$ cat src/rtl/lfsr_gen_if.sv
// Control/status bundle for lfsr_gen: step/load controls in, state and period flags out.
interface lfsr_gen_if #(
  parameter int unsigned WIDTH = 8
);
  logic             en_i;
  logic             load_i;
  logic [WIDTH-1:0] seed_i;
  logic [WIDTH-1:0] lfsr_o;
  logic             bit_o;
  logic             wrap_o;
  logic             lockup_o;
  logic [WIDTH-1:0] period_o;
  logic             period_vld_o;

  modport master (
    output en_i, load_i, seed_i,
    input  lfsr_o, bit_o, wrap_o, lockup_o, period_o, period_vld_o
  );

  modport slave (
    input  en_i, load_i, seed_i,
    output lfsr_o, bit_o, wrap_o, lockup_o, period_o, period_vld_o
  );
endinterface

$ cat src/rtl/lfsr_gen.sv
// Parametrised Fibonacci LFSR with runtime seed load, all-zero lock-up recovery
// and measurement of the sequence period back to its start value.
module lfsr_gen #(
  parameter int unsigned      WIDTH = 8,
  parameter logic [WIDTH-1:0] TAPS  = 8'hB8,
  parameter logic [WIDTH-1:0] SEED  = 8'h01
) (
  input  logic     clk,
  input  logic     reset,
  lfsr_gen_if.slave bus
);

  logic [WIDTH-1:0] r_state;
  logic [WIDTH-1:0] r_start;
  logic [WIDTH-1:0] r_cnt;
  logic [WIDTH-1:0] r_period;
  logic             r_vld;
  logic             r_wrap;
  logic             r_lockup;

  logic             w_fb;
  logic [WIDTH-1:0] w_next;
  logic [WIDTH-1:0] w_cnt_inc;

  always_comb begin
    w_fb      = ^(r_state & TAPS);
    w_next    = {r_state[WIDTH-2:0], w_fb};
    w_cnt_inc = r_cnt + WIDTH'(1);
  end

  always_ff @(posedge clk or posedge reset) begin
    if (reset) begin
      r_state  <= SEED;
      r_start  <= SEED;
      r_cnt    <= '0;
      r_period <= '0;
      r_vld    <= 1'b0;
      r_wrap   <= 1'b0;
      r_lockup <= 1'b0;
    end else begin
      r_wrap   <= 1'b0;
      r_lockup <= 1'b0;
      if (bus.load_i) begin
        r_state <= bus.seed_i;
        r_start <= bus.seed_i;
        r_cnt   <= '0;
        r_vld   <= 1'b0;
      end else if (bus.en_i) begin
        if (r_state == '0) begin
          // All-zero is a fixed point of the XOR feedback; restart from SEED.
          r_state  <= SEED;
          r_start  <= SEED;
          r_cnt    <= '0;
          r_lockup <= 1'b1;
        end else begin
          r_state <= w_next;
          if (w_next == r_start) begin
            r_wrap   <= 1'b1;
            r_period <= w_cnt_inc;
            r_vld    <= 1'b1;
            r_cnt    <= '0;
          end else begin
            r_cnt <= w_cnt_inc;
          end
        end
      end
    end
  end

  assign bus.lfsr_o       = r_state;
  assign bus.bit_o        = r_state[WIDTH-1];
  assign bus.wrap_o       = r_wrap;
  assign bus.lockup_o     = r_lockup;
  assign bus.period_o     = r_period;
  assign bus.period_vld_o = r_vld;

endmodule

$ cat src/flat_wrapper.sv
// flat-port wrapper written by rule: the top's interface ports become plain ports
module lfsr_gen_flat 
#(
  parameter int unsigned      WIDTH = 8,
  parameter logic [WIDTH-1:0] TAPS  = 8'hB8,
  parameter logic [WIDTH-1:0] SEED  = 8'h01
)
  (clk, reset, bus_en_i, bus_load_i, bus_seed_i, bus_lfsr_o, bus_bit_o, bus_wrap_o, bus_lockup_o, bus_period_o, bus_period_vld_o);
  lfsr_gen_if #(.WIDTH(WIDTH)) bus_i ();
  input  logic clk;
  input  logic reset;
  input wire logic [$bits(bus_i.en_i)-1:0] bus_en_i;
  input wire logic [$bits(bus_i.load_i)-1:0] bus_load_i;
  input wire logic [$bits(bus_i.seed_i)-1:0] bus_seed_i;
  output wire logic [$bits(bus_i.lfsr_o)-1:0] bus_lfsr_o;
  output wire logic [$bits(bus_i.bit_o)-1:0] bus_bit_o;
  output wire logic [$bits(bus_i.wrap_o)-1:0] bus_wrap_o;
  output wire logic [$bits(bus_i.lockup_o)-1:0] bus_lockup_o;
  output wire logic [$bits(bus_i.period_o)-1:0] bus_period_o;
  output wire logic [$bits(bus_i.period_vld_o)-1:0] bus_period_vld_o;
  assign bus_i.en_i = bus_en_i;
  assign bus_i.load_i = bus_load_i;
  assign bus_i.seed_i = bus_seed_i;
  assign bus_lfsr_o = bus_i.lfsr_o;
  assign bus_bit_o = bus_i.bit_o;
  assign bus_wrap_o = bus_i.wrap_o;
  assign bus_lockup_o = bus_i.lockup_o;
  assign bus_period_o = bus_i.period_o;
  assign bus_period_vld_o = bus_i.period_vld_o;
  lfsr_gen #(.WIDTH(WIDTH), .TAPS(TAPS), .SEED(SEED)) u_core (.clk(clk), .reset(reset), .bus(bus_i));
endmodule
$ cat config.mk
export PLATFORM = sky130hd
export DESIGN_NAME = lfsr_gen_flat
export DESIGN_NICKNAME = d
export VERILOG_FILES = /design/src/rtl/lfsr_gen_if.sv /design/src/rtl/lfsr_gen.sv /design/src/flat_wrapper.sv
export SDC_FILE = /design/constraint.sdc
export NUM_CORES = 1
export LEC_CHECK = 0
export ABC_AREA = 1
export CAP_MARGIN = 40
export CORE_ASPECT_RATIO = 0.9
export CORE_MARGIN = 2
export CORE_UTILIZATION = 52
export CTS_CLUSTER_SIZE = 16
export DETAILED_ROUTE_END_ITERATION = 10
export PLACE_DENSITY = 0.81
export SETUP_SLACK_MARGIN = 0.1
export SLEW_MARGIN = 40
export SYNTH_ARGS = -nofsm -noshare
export SYNTH_HDL_FRONTEND = slang
export SYNTH_SLANG_ARGS = --single-unit
$ cat constraint.sdc
create_clock -name clk -period 2.2 [get_ports clk]
set_input_delay 0.22 -clock clk [delete_from_list [all_inputs] [get_ports clk]]
set_output_delay 0.22 -clock clk [all_outputs]
set_load 0.02 [all_outputs]
### Cells by drive strength, run 1

Scale bar: 20 µm.
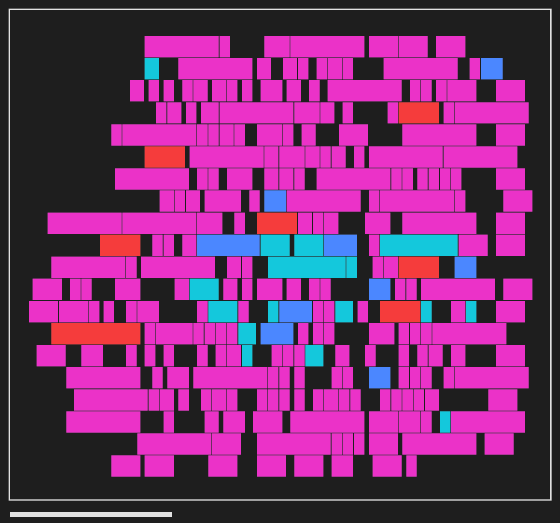
- blue: _3 and _4 cells (cells 9; share 3.4%; most used buf_4)
- red: _6 and larger (cells 7; share 2.6%; most used clkbuf_8)
- cyan: _2 cells (cells 16; share 6.0%; most used inv_2)
- magenta: _0 and _1 cells (cells 235; share 88%; most used nand2_1)

### Wiring by layer, run 1

Two of the layers only.
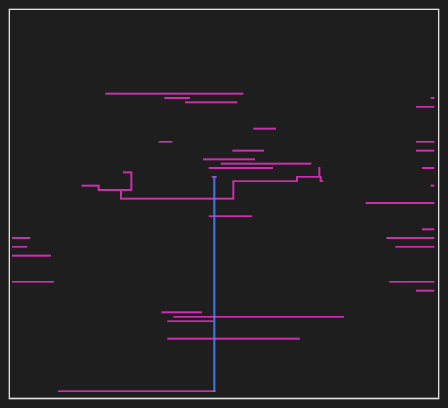
- magenta: metal 3 (wire length 274 µm)
- blue: metal 4 (wire length 33.3 µm)
Routed WL: 4.01 mm
gr usage total: 23.1%
WL per Instance: 12.9 µm
vias: 1,605

### M2 wires, run 1

Cells faint in the background.
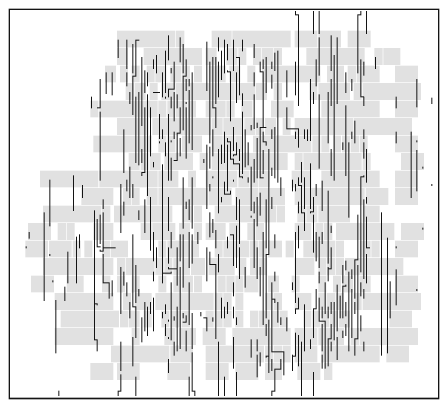
- wire length on this layer: 1,680 µm
- share of all routed wire: 42%
- main direction: vertical

### Clock wiring as the flow saved it, run 1

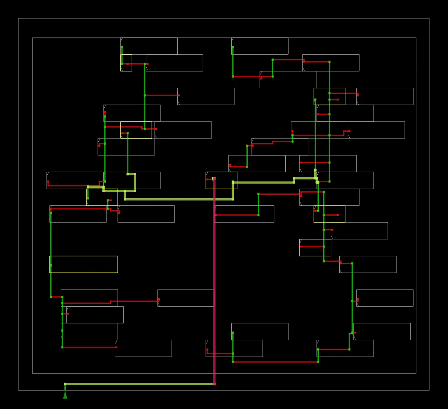
clk pwr: 0.596 mW
clk ins delay skew pair: 290 ps
FFs & Latches: 35
CTS Sinks: 35
total CTS buffers: 5

==> results.txt, run 1 <==
impl run done, here's what came out: I/O Buffers=31, fmax=~560 MHz, Simple Share, Synth=33.9%, GPL Wtd Cong=roughly 0.84, Clk pwr share=36.4%, Reg area=roughly 880 µm², Final Critical Period=1800 ps, Worst Path Required=2370 ps, tool warning count=26, startpoint types=flop, antenna violation net count after detailed routing=0, worst slew pin tran=446 ps, WL met3=approximately 270 µm, end of the critical path=u_core.r_cnt[1]$_DFFE_PP0P_, FF-to-FF path depth=10, worst hold margin=about 330 ps, Critical-path top delay cell=dfrtp_1, Worst Setup SP=u_core.bus.lfsr_o[4]$_DFFE_PP0P_, fillcell total=approximately 280, AO/OA Area Share=approximately 5%, non-filler cells, final=between 300 and 400, logic share of the area=35.3%, top-count cell post-synth=nand2_1, sequential power=~0.73 mW, Psw=between 0.4 and 0.5 mW, CP Class=reg2reg, YS warnings=0, maximum capacitance violations=0, Internal=~1.2 mW, Area growth, synth to finish=26.7%, crit-path cells=inv_1, ha_1, inv_1, nand2_1, nand2_1, nand2_1, nand3_1, nand3_2, nand3_1, nand2_1, XOR-XNOR Cells, Area Fraction=4.31%, highest routed metal layer=met4, NumNets Final=between 200 and 300, Pwr Total=about 1.6 mW, clock root cell=clkbuf_8, Comb. pwr=~0.31 mW, Largest cell class=sequential cells, status=finished, final reports clean, Max power group=sequential cells, H-tree Lvls=2, first drt pass iteration count=4, I/O pins=32, Yosys top cell by area=dfrtp_1, Final Instance Area=around 2300 µm²
==> inputs of run 2 (changes only) <==
--- a/config.mk
+++ b/config.mk
@@ -9,10 +9,10 @@
 export CAP_MARGIN = 40
 export CORE_ASPECT_RATIO = 0.9
 export CORE_MARGIN = 2
-export CORE_UTILIZATION = 52
+export CORE_UTILIZATION = 47
 export CTS_CLUSTER_SIZE = 16
 export DETAILED_ROUTE_END_ITERATION = 10
-export PLACE_DENSITY = 0.81
+export PLACE_DENSITY = 0.77
 export SETUP_SLACK_MARGIN = 0.1
 export SLEW_MARGIN = 40
 export SYNTH_ARGS = -nofsm -noshare
==> constraint.sdc (replaced) <==
create_clock -name clk -period 1.6 [get_ports clk]
set_input_delay 0.16 -clock clk [delete_from_list [all_inputs] [get_ports clk]]
set_output_delay 0.16 -clock clk [all_outputs]
set_load 0.02 [all_outputs]
### Signal wires on met4, run 2

Scale bar: 20 µm. Cells faint in the background.
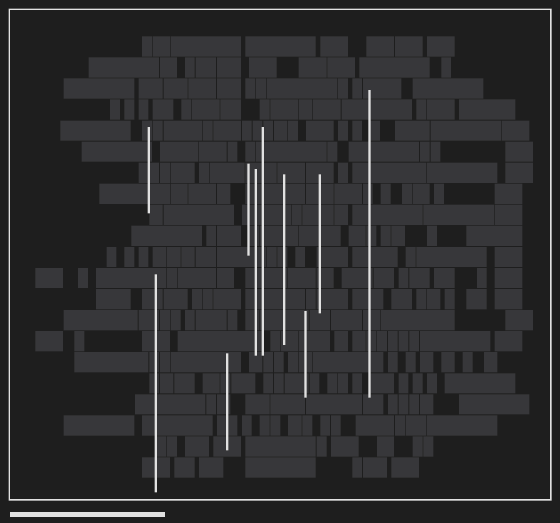
- main direction: vertical
- share of all routed wire: 3.9%
- longest straight run: 39.4 µm
- nets with wire on the layer: 8
- wire length on this layer: 205 µm

==> results.txt, run 2 <==
impl run done, here's what came out: status=complete, but fails checks (was finished, final reports clean), violated checks=negative setup slack, final worst slack=-64.5 ps (was 399 ps), Yosys top cell by area=dfrtp_1 (unchanged), end of the critical path=u_core.r_cnt[3]$_DFFE_PP0P_ (was u_core.r_cnt[1]$_DFFE_PP0P_), Critical-path top delay cell=dfrtp_2 (was dfrtp_1), Area growth, synth to finish=44.7% (was 26.7%), Worst Path Required=1780 ps (was 2370 ps), WL per Instance=16.0 µm (was 12.9 µm), crit-path cells=inv_2, ha_4, inv_4, nand2_4, nand2_4, nand2_4, nand3_4, buf_12, nand3_4, nand3_2, nand2_1 (was inv_1, ha_1, inv_1, nand2_1, nand2_1, nand2_1, nand3_1, nand3_2, nand3_1, nand2_1), top-count cell post-synth=nand2_1 (unchanged), CTS Sinks=35 (unchanged), maximum capacitance violations=0 (unchanged), clk pwr=0.841 mW (was 0.596 mW), fillcell total=271 (was 275), worst slew pin tran=382 ps (was 446 ps), I/O Buffers=31 (unchanged), vias=1,796 (was 1,605), Comb. pwr=0.617 mW (was 0.312 mW), YS warnings=0 (unchanged), logic share of the area=38.6% (was 35.3%), Clk pwr share=34.1% (was 36.4%), Setup violations, final=16 (was 0), H-tree Lvls=2 (unchanged), clock root cell=clkbuf_8 (unchanged), Max power group=sequential cells (unchanged), Internal=1.70 mW (was 1.18 mW), AO/OA Area Share=5.13% (unchanged)
### Wiring by layer, run 2

Two of the layers only.
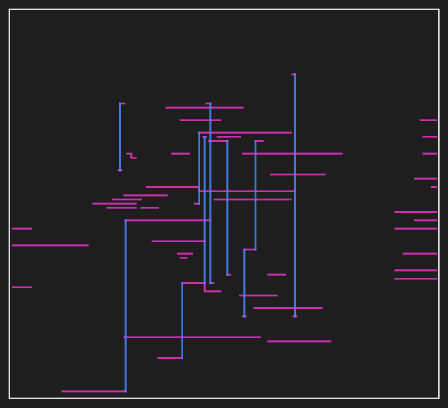

==> inputs of run 3 (changes only) <==
--- a/config.mk
+++ b/config.mk
@@ -9,10 +9,11 @@
 export CAP_MARGIN = 40
 export CORE_ASPECT_RATIO = 0.9
 export CORE_MARGIN = 2
-export CORE_UTILIZATION = 47
+export CORE_UTILIZATION = 67
 export CTS_CLUSTER_SIZE = 16
 export DETAILED_ROUTE_END_ITERATION = 10
-export PLACE_DENSITY = 0.77
+export DONT_BUFFER_PORTS = 1
+export PLACE_DENSITY = 0.85
 export SETUP_SLACK_MARGIN = 0.1
 export SLEW_MARGIN = 40
 export SYNTH_ARGS = -nofsm -noshare
==> constraint.sdc (replaced) <==
create_clock -name clk -period 1.94 [get_ports clk]
set_input_delay 0.194 -clock clk [delete_from_list [all_inputs] [get_ports clk]]
set_output_delay 0.194 -clock clk [all_outputs]
set_load 0.02 [all_outputs]
### Wiring by layer, run 3

Two of the layers only.
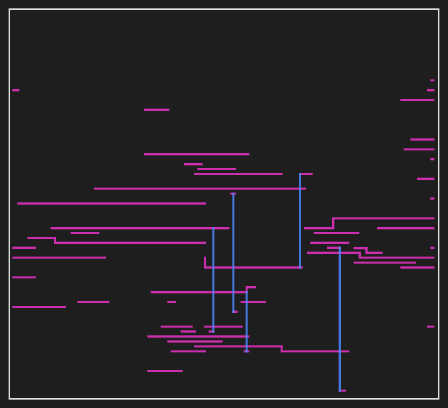
- blue: metal 4 (wire length 71.4 µm)
- magenta: metal 3 (wire length 365 µm)
WL per Instance: 15.9 µm
Routed WL: 4.37 mm
gr usage total: 31.6%

==> results.txt, run 3 <==
impl run done, here's what came out: Largest cell class=sequential cells (was logic gates), crit-path cells=xnor2_1, nand3_1, nor2_4, nand4_4, nand2_1, nand2_1 (was inv_2, ha_4, inv_4, nand2_4, nand2_4, nand2_4, nand3_4, buf_12, nand3_4, nand3_2, nand2_1), Final Critical Period=1720 ps (was 1660 ps), Critical-path top delay cell=dfrtp_1 (was dfrtp_2), top-count cell post-synth=nand2_1 (unchanged), fillcell total=157 (was 271), H-tree Lvls=2 (unchanged), logic share of the area=40.6% (was 38.6%), status=finished, final reports clean (was complete, but fails checks), FF-to-FF path depth=6 (was 11), CP Class=reg2reg (unchanged), WL met3=365 µm (was 303 µm), CTS Sinks=35 (unchanged), vias=1,626 (was 1,796), worst slew pin tran=602 ps (was 382 ps), non-filler cells, final=275 (was 325), Area growth, synth to finish=13.2% (was 44.7%), clock transition at the registers of the reported paths=120 ps (was 70 ps), Simple Share, Synth=33.9% (unchanged), Worst Setup SP=u_core.bus.lfsr_o[3]$_DFFE_PP0P_ (was u_core.bus.lfsr_o[4]$_DFFE_PP0P_), first drt pass iteration count=5 (was 4), YS warnings=0 (unchanged), highest routed metal layer=met4 (unchanged), clk ins delay skew pair=360 ps (was 290 ps), AO/OA Area Share=5.13% (unchanged), Final Instance Area=2070 µm² (was 2650 µm²), NumNets Final=260 (was 292), Max power group=sequential cells (unchanged), XOR-XNOR Cells, Area Fraction=4.31% (unchanged), startpoint types=flop (unchanged), fmax=581 MHz (was 601 MHz), tool warning count=27 (was 28), sequential power=0.846 mW (was 1.01 mW), Internal=1.02 mW (was 1.70 mW), final worst slack=218 ps (was -64.5 ps), Pwr Total=1.57 mW (was 2.47 mW), worst hold margin=35.3 ps (was 147 ps), Setup violations, final=0 (was 16), maximum capacitance violations=0 (unchanged), Psw=0.545 mW (was 0.765 mW), FFs & Latches=35 (unchanged), antenna violation net count after detailed routing=0 (unchanged), Yosys top cell by area=dfrtp_1 (unchanged), Comb. pwr=0.314 mW (was 0.617 mW)
Power figures rest on the tool's default switching activity, not on a simulated workload.
